--- src/rtl/spi_slave_port.sv ---
// SPI target oversampled on clk_cpu: deserialises MOSI frames into rx_data and
// serialises a preloaded reply word on MISO, with overrun/frame-error reporting.
module spi_slave_port #(
  parameter int DATA_W = 32,
  parameter bit CPOL   = 1'b0,
  parameter bit CPHA   = 1'b0
) (
  input  logic              clk_cpu,
  input  logic              rst,
  input  logic              SCK,
  input  logic              MOSI,
  input  logic              SS,
  output logic              MISO,
  input  logic [DATA_W-1:0] tx_data,
  input  logic              tx_wr,
  output logic              tx_empty,
  output logic [DATA_W-1:0] rx_data,
  output logic              rx_valid,
  input  logic              rx_ack,
  output logic              overrun,
  output logic              frame_err,
  output logic              busy
);

  localparam int CNT_W = $clog2(DATA_W) + 1;
  localparam logic [CNT_W-1:0] CNT_LAST = CNT_W'(DATA_W - 1);

  typedef enum logic [1:0] {
    IDLE    = 2'd0,
    ACTIVE  = 2'd1,
    DONE    = 2'd2,
    WAIT_SS = 2'd3
  } state_t;

  state_t state_r, state_nxt;

  // [0],[1] form the synchroniser, [2] is the edge-detect delay stage
  logic [2:0] sck_r, ss_r, mosi_r;

  logic [DATA_W-1:0] tx_hold_r, tx_shift_r, rx_shift_r, rx_data_r;
  logic [CNT_W-1:0]  bitcnt_r;
  logic              tx_empty_r, rx_valid_r, overrun_r, frame_err_r, busy_r, miso_r;

  logic              lead_s, trail_s, sample_s, shift_s, ss_fall_s, ss_high_s;
  logic              load_s, sample_en_s, shift_en_s, abort_s, done_s, miso_nxt;
  logic [DATA_W-1:0] load_word_s;

  assign lead_s      = (sck_r[1] != CPOL) && (sck_r[2] == CPOL);
  assign trail_s     = (sck_r[1] == CPOL) && (sck_r[2] != CPOL);
  assign sample_s    = CPHA ? trail_s : lead_s;
  assign shift_s     = CPHA ? lead_s : trail_s;
  assign ss_fall_s   = !ss_r[1] && ss_r[2];
  assign ss_high_s   = ss_r[1];
  assign load_word_s = tx_empty_r ? {DATA_W{1'b0}} : tx_hold_r;

  // Pin synchronisers, preset to the idle bus levels
  always_ff @(posedge clk_cpu or negedge rst) begin
    if (!rst) begin
      sck_r  <= {3{CPOL}};
      ss_r   <= 3'b111;
      mosi_r <= 3'b000;
    end else begin
      sck_r  <= {sck_r[1:0], SCK};
      ss_r   <= {ss_r[1:0], SS};
      mosi_r <= {mosi_r[1:0], MOSI};
    end
  end

  // Frame sequencing: next state, datapath strobes and next MISO level
  always_comb begin
    state_nxt   = state_r;
    load_s      = 1'b0;
    sample_en_s = 1'b0;
    shift_en_s  = 1'b0;
    abort_s     = 1'b0;
    done_s      = 1'b0;
    miso_nxt    = miso_r;
    case (state_r)
      IDLE: begin
        if (ss_fall_s) begin
          load_s    = 1'b1;
          state_nxt = ACTIVE;
          miso_nxt  = CPHA ? 1'b0 : load_word_s[DATA_W-1];
        end else begin
          miso_nxt  = 1'b0;
        end
      end
      ACTIVE: begin
        if (ss_high_s) begin
          abort_s   = 1'b1;
          state_nxt = IDLE;
          miso_nxt  = 1'b0;
        end else if (sample_s) begin
          sample_en_s = 1'b1;
          state_nxt   = (bitcnt_r == CNT_LAST) ? DONE : ACTIVE;
        end else if (shift_s) begin
          shift_en_s = 1'b1;
          miso_nxt   = CPHA ? tx_shift_r[DATA_W-1] : tx_shift_r[DATA_W-2];
        end else begin
          state_nxt = ACTIVE;
        end
      end
      DONE: begin
        done_s    = 1'b1;
        miso_nxt  = 1'b0;
        state_nxt = WAIT_SS;
      end
      WAIT_SS: begin
        miso_nxt  = 1'b0;
        state_nxt = ss_high_s ? IDLE : WAIT_SS;
      end
      default: begin
        miso_nxt  = 1'b0;
        state_nxt = IDLE;
      end
    endcase
  end

  // State register and registered status outputs
  always_ff @(posedge clk_cpu or negedge rst) begin
    if (!rst) begin
      state_r     <= IDLE;
      miso_r      <= 1'b0;
      busy_r      <= 1'b0;
      frame_err_r <= 1'b0;
    end else begin
      state_r     <= state_nxt;
      miso_r      <= miso_nxt;
      busy_r      <= (state_nxt != IDLE);
      frame_err_r <= abort_s;
    end
  end

  // Shift registers and bit counter
  always_ff @(posedge clk_cpu or negedge rst) begin
    if (!rst) begin
      tx_shift_r <= {DATA_W{1'b0}};
      rx_shift_r <= {DATA_W{1'b0}};
      bitcnt_r   <= {CNT_W{1'b0}};
    end else begin
      if (load_s) begin
        tx_shift_r <= load_word_s;
        bitcnt_r   <= {CNT_W{1'b0}};
      end else if (shift_en_s) begin
        tx_shift_r <= {tx_shift_r[DATA_W-2:0], 1'b0};
      end else if (sample_en_s) begin
        rx_shift_r <= {rx_shift_r[DATA_W-2:0], mosi_r[2]};
        bitcnt_r   <= bitcnt_r + CNT_W'(1);
      end else begin
        bitcnt_r   <= bitcnt_r;
      end
    end
  end

  // Host handshakes; a write always wins over the consume-on-load
  always_ff @(posedge clk_cpu or negedge rst) begin
    if (!rst) begin
      tx_hold_r  <= {DATA_W{1'b0}};
      tx_empty_r <= 1'b1;
      rx_data_r  <= {DATA_W{1'b0}};
      rx_valid_r <= 1'b0;
      overrun_r  <= 1'b0;
    end else begin
      if (tx_wr) begin
        tx_hold_r  <= tx_data;
        tx_empty_r <= 1'b0;
      end else if (load_s) begin
        tx_empty_r <= 1'b1;
      end else begin
        tx_empty_r <= tx_empty_r;
      end
      if (done_s) begin
        rx_data_r  <= rx_shift_r;
        rx_valid_r <= 1'b1;
        if (rx_valid_r && !rx_ack) begin
          overrun_r <= 1'b1;
        end else begin
          overrun_r <= overrun_r;
        end
      end else if (rx_ack) begin
        rx_valid_r <= 1'b0;
        overrun_r  <= 1'b0;
      end else begin
        rx_valid_r <= rx_valid_r;
      end
    end
  end

  assign MISO      = miso_r;
  assign tx_empty  = tx_empty_r;
  assign rx_data   = rx_data_r;
  assign rx_valid  = rx_valid_r;
  assign overrun   = overrun_r;
  assign frame_err = frame_err_r;
  assign busy      = busy_r;

endmodule

--- config.mk ---
export PLATFORM = sky130hd
export DESIGN_NAME = spi_slave_port
export DESIGN_NICKNAME = d
export VERILOG_FILES = /design/src/rtl/spi_slave_port.sv
export SDC_FILE = /design/constraint.sdc
export NUM_CORES = 1
export LEC_CHECK = 0
export ABC_AREA = 1
export CELL_PAD_IN_SITES_DETAIL_PLACEMENT = 1
export CELL_PAD_IN_SITES_GLOBAL_PLACEMENT = 1
export CORE_MARGIN = 2
export CORE_UTILIZATION = 38
export DETAILED_ROUTE_END_ITERATION = 8
export MAX_ROUTING_LAYER = met4
export PLACE_DENSITY = 0.74
export SYNTH_ARGS = -nofsm -noshare
export SYNTH_HDL_FRONTEND = slang
export SYNTH_SLANG_ARGS = --single-unit
--- constraint.sdc ---
create_clock -name clk_cpu -period 1.2 [get_ports clk_cpu]
set_input_delay 0.12 -clock clk_cpu [delete_from_list [all_inputs] [get_ports clk_cpu]]
set_output_delay 0.12 -clock clk_cpu [all_outputs]
set_load 0.02 [all_outputs]
Routed metal per tile:
(3 px per micron) The die is cut into 27 by 27 equal tiles; dark blue is low, red is high, scaled to the fullest tile. Values are wire area over tile area, all layers added.
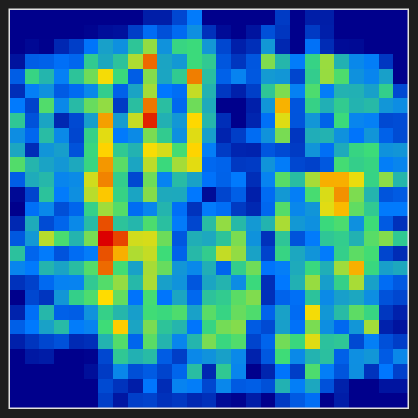
emptiest ninth of the die: bottom left
fullest tile: 0.44
tiles over half the peak: 18%
mean over tiles: 0.14
nearly empty tiles: 11%
GRT Resource Usage Total: 17.9%
DR vias: 4858
WL/cell: 14.9 microns
WL final: 15500 microns

Routing congestion map:
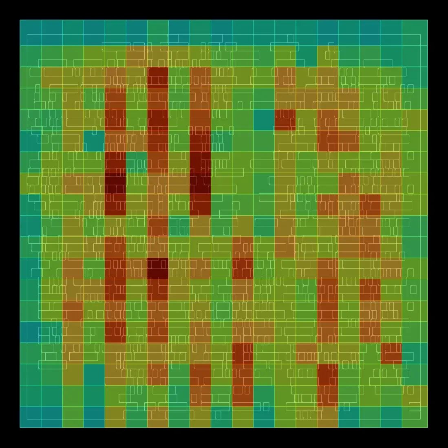
GR met1 Demand/Resource: 20.8%
GRT Max-Usage Layer: met2
Core Util, Final: 51.2%
M3 GR Usage: 3.91%

==> job_summary.md <==
## Implementation flow summary

| Metric | Value |
|---|---|
| Status | finished with violations |
| Violated checks | setup timing |
| Grt ovf | 0 |
| Port Buffers | 76 |
| Inst Count DP | 995 |
| Die area | 17600 sq um |
| Seq/Total Area, Yosys | 59.9% |
| Least-Margin Pin Slew | 350 ps |
| Comb power | 1.41 mW |
| Worst Setup EP | tx_shift_r[25]$_DFFE_PN0P_ |
| Worst r2r src | state_r[1]$_DFF_PN0_ |
| Clk_skew | 14.2 ps |
| Clock-cell share of area | 6.36% |
| Pwr per Cell Area | 1460 nW/um^2 |
| # DRC | 0 |
| Setup slack after layout | -177 ps |
| Core Region | 16000 sq um |
| Synth cell types | 28 |
| Chip Height | 133 microns |
| Layout cells sized above 1 | 22.4% |
| Tool warnings | 29 |
| FP Util | 39.2% |
| Top-count cell post-synth | nand2_1 |
| Top cells by area | dfrtp_1 58%, nand2_1 9.3%, o21ai_0 8.7% |
| Post-CTS Setup Inserts | 1 |
| Vias in the first global route | 5114 |
| Setup Viol. Count Final | 74 |
| P_int | 8.89 mW |
| Final Hold Violation Tally | 0 |
| CTS tree | built |
| DP Area | 7460 sq um |
| Crit path cell chain | inv_2 -> nand2_4 -> nor2_8 -> clkinv_4 -> nand2_8 -> buf_6 -> nand3_2 -> nand2_1 |
The metal 3 layer:
(4 px per micron)
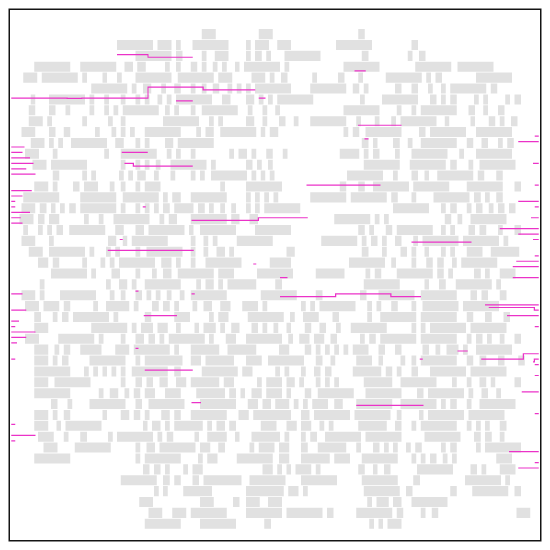
nets with wire on the layer: 61
share of all routed wire: 3.1%
wire length on this layer: 477 microns
longest straight run: 21.2 microns
main direction: horizontal

metal layers:
layer	vias to the layer above	track usage [%]	share of wire [%]
met3	24	3.91	3.1
met1	2391	20.8	43
met2	86	30.4	52
li1	2357	-	-
met5	-	-	0
met4	0	6.51	1.7
cell usage in the layout (no fill, tap or decap), types with 4 or more instances in the layout:
master	synthesis	routed
clkdlybuf4s50_1	0	36
o21ai_0	109	91
clkbuf_16	0	21
nand2_2	32	35
nor2_4	2	4
nor2_2	1	4
clkinv_2	0	4
dfstp_2	4	4
nand2_1	156	150
dfrtp_1	146	146
o21ai_1	1	17
nor2_1	77	72
inv_1	105	104
buf_4	3	25
buf_12	3	11
nand2_4	3	5
buf_2	12	34
clkbuf_1	6	7
buf_6	3	9
nand3_1	17	15
cell families (layout without fill, tap and decap cells):
family | after synthesis | count (layout) | share of synthesized area (%)
fa+ha+maj | 1 | 1 | 0.199
flops | 150 | 150 | 59.9
simple gates | 293 | 294 | 20.5
mux | 2 | 2 | 0.359
compound gates | 113 | 113 | 9.01
buf+inv | 140 | 267 | 10.1
worst min-delay path by stage:
| stage | depth (start not counted) | from | slack (ps) | to |
|---|---|---|---|---|
| after floorplan | 0 | rst | -180 | MISO$_DFFE_PN0P_ |
| after global placement | 1 | rst | 30 | rx_data[27]$_DFFE_PN0P_ |
| after detailed placement | 1 | rst | 40 | rx_data[26]$_DFFE_PN0P_ |
| after CTS | 2 | tx_wr | 30 | tx_empty$_DFFE_PN1P_ |
| after global routing | 2 | tx_wr | 50 | tx_empty$_DFFE_PN1P_ |
| final | 2 | tx_wr | 60 | tx_empty$_DFFE_PN1P_ |
worst max-delay path, delay by kind of cell, from the launching register on:
family | cells | cell delay, ps
DFF | 1 | 390
and+or+nand+nor | 5 | 550
buffers and inverters | 3 | 380
No activity file was given, so power comes from the tool's default toggle rates.
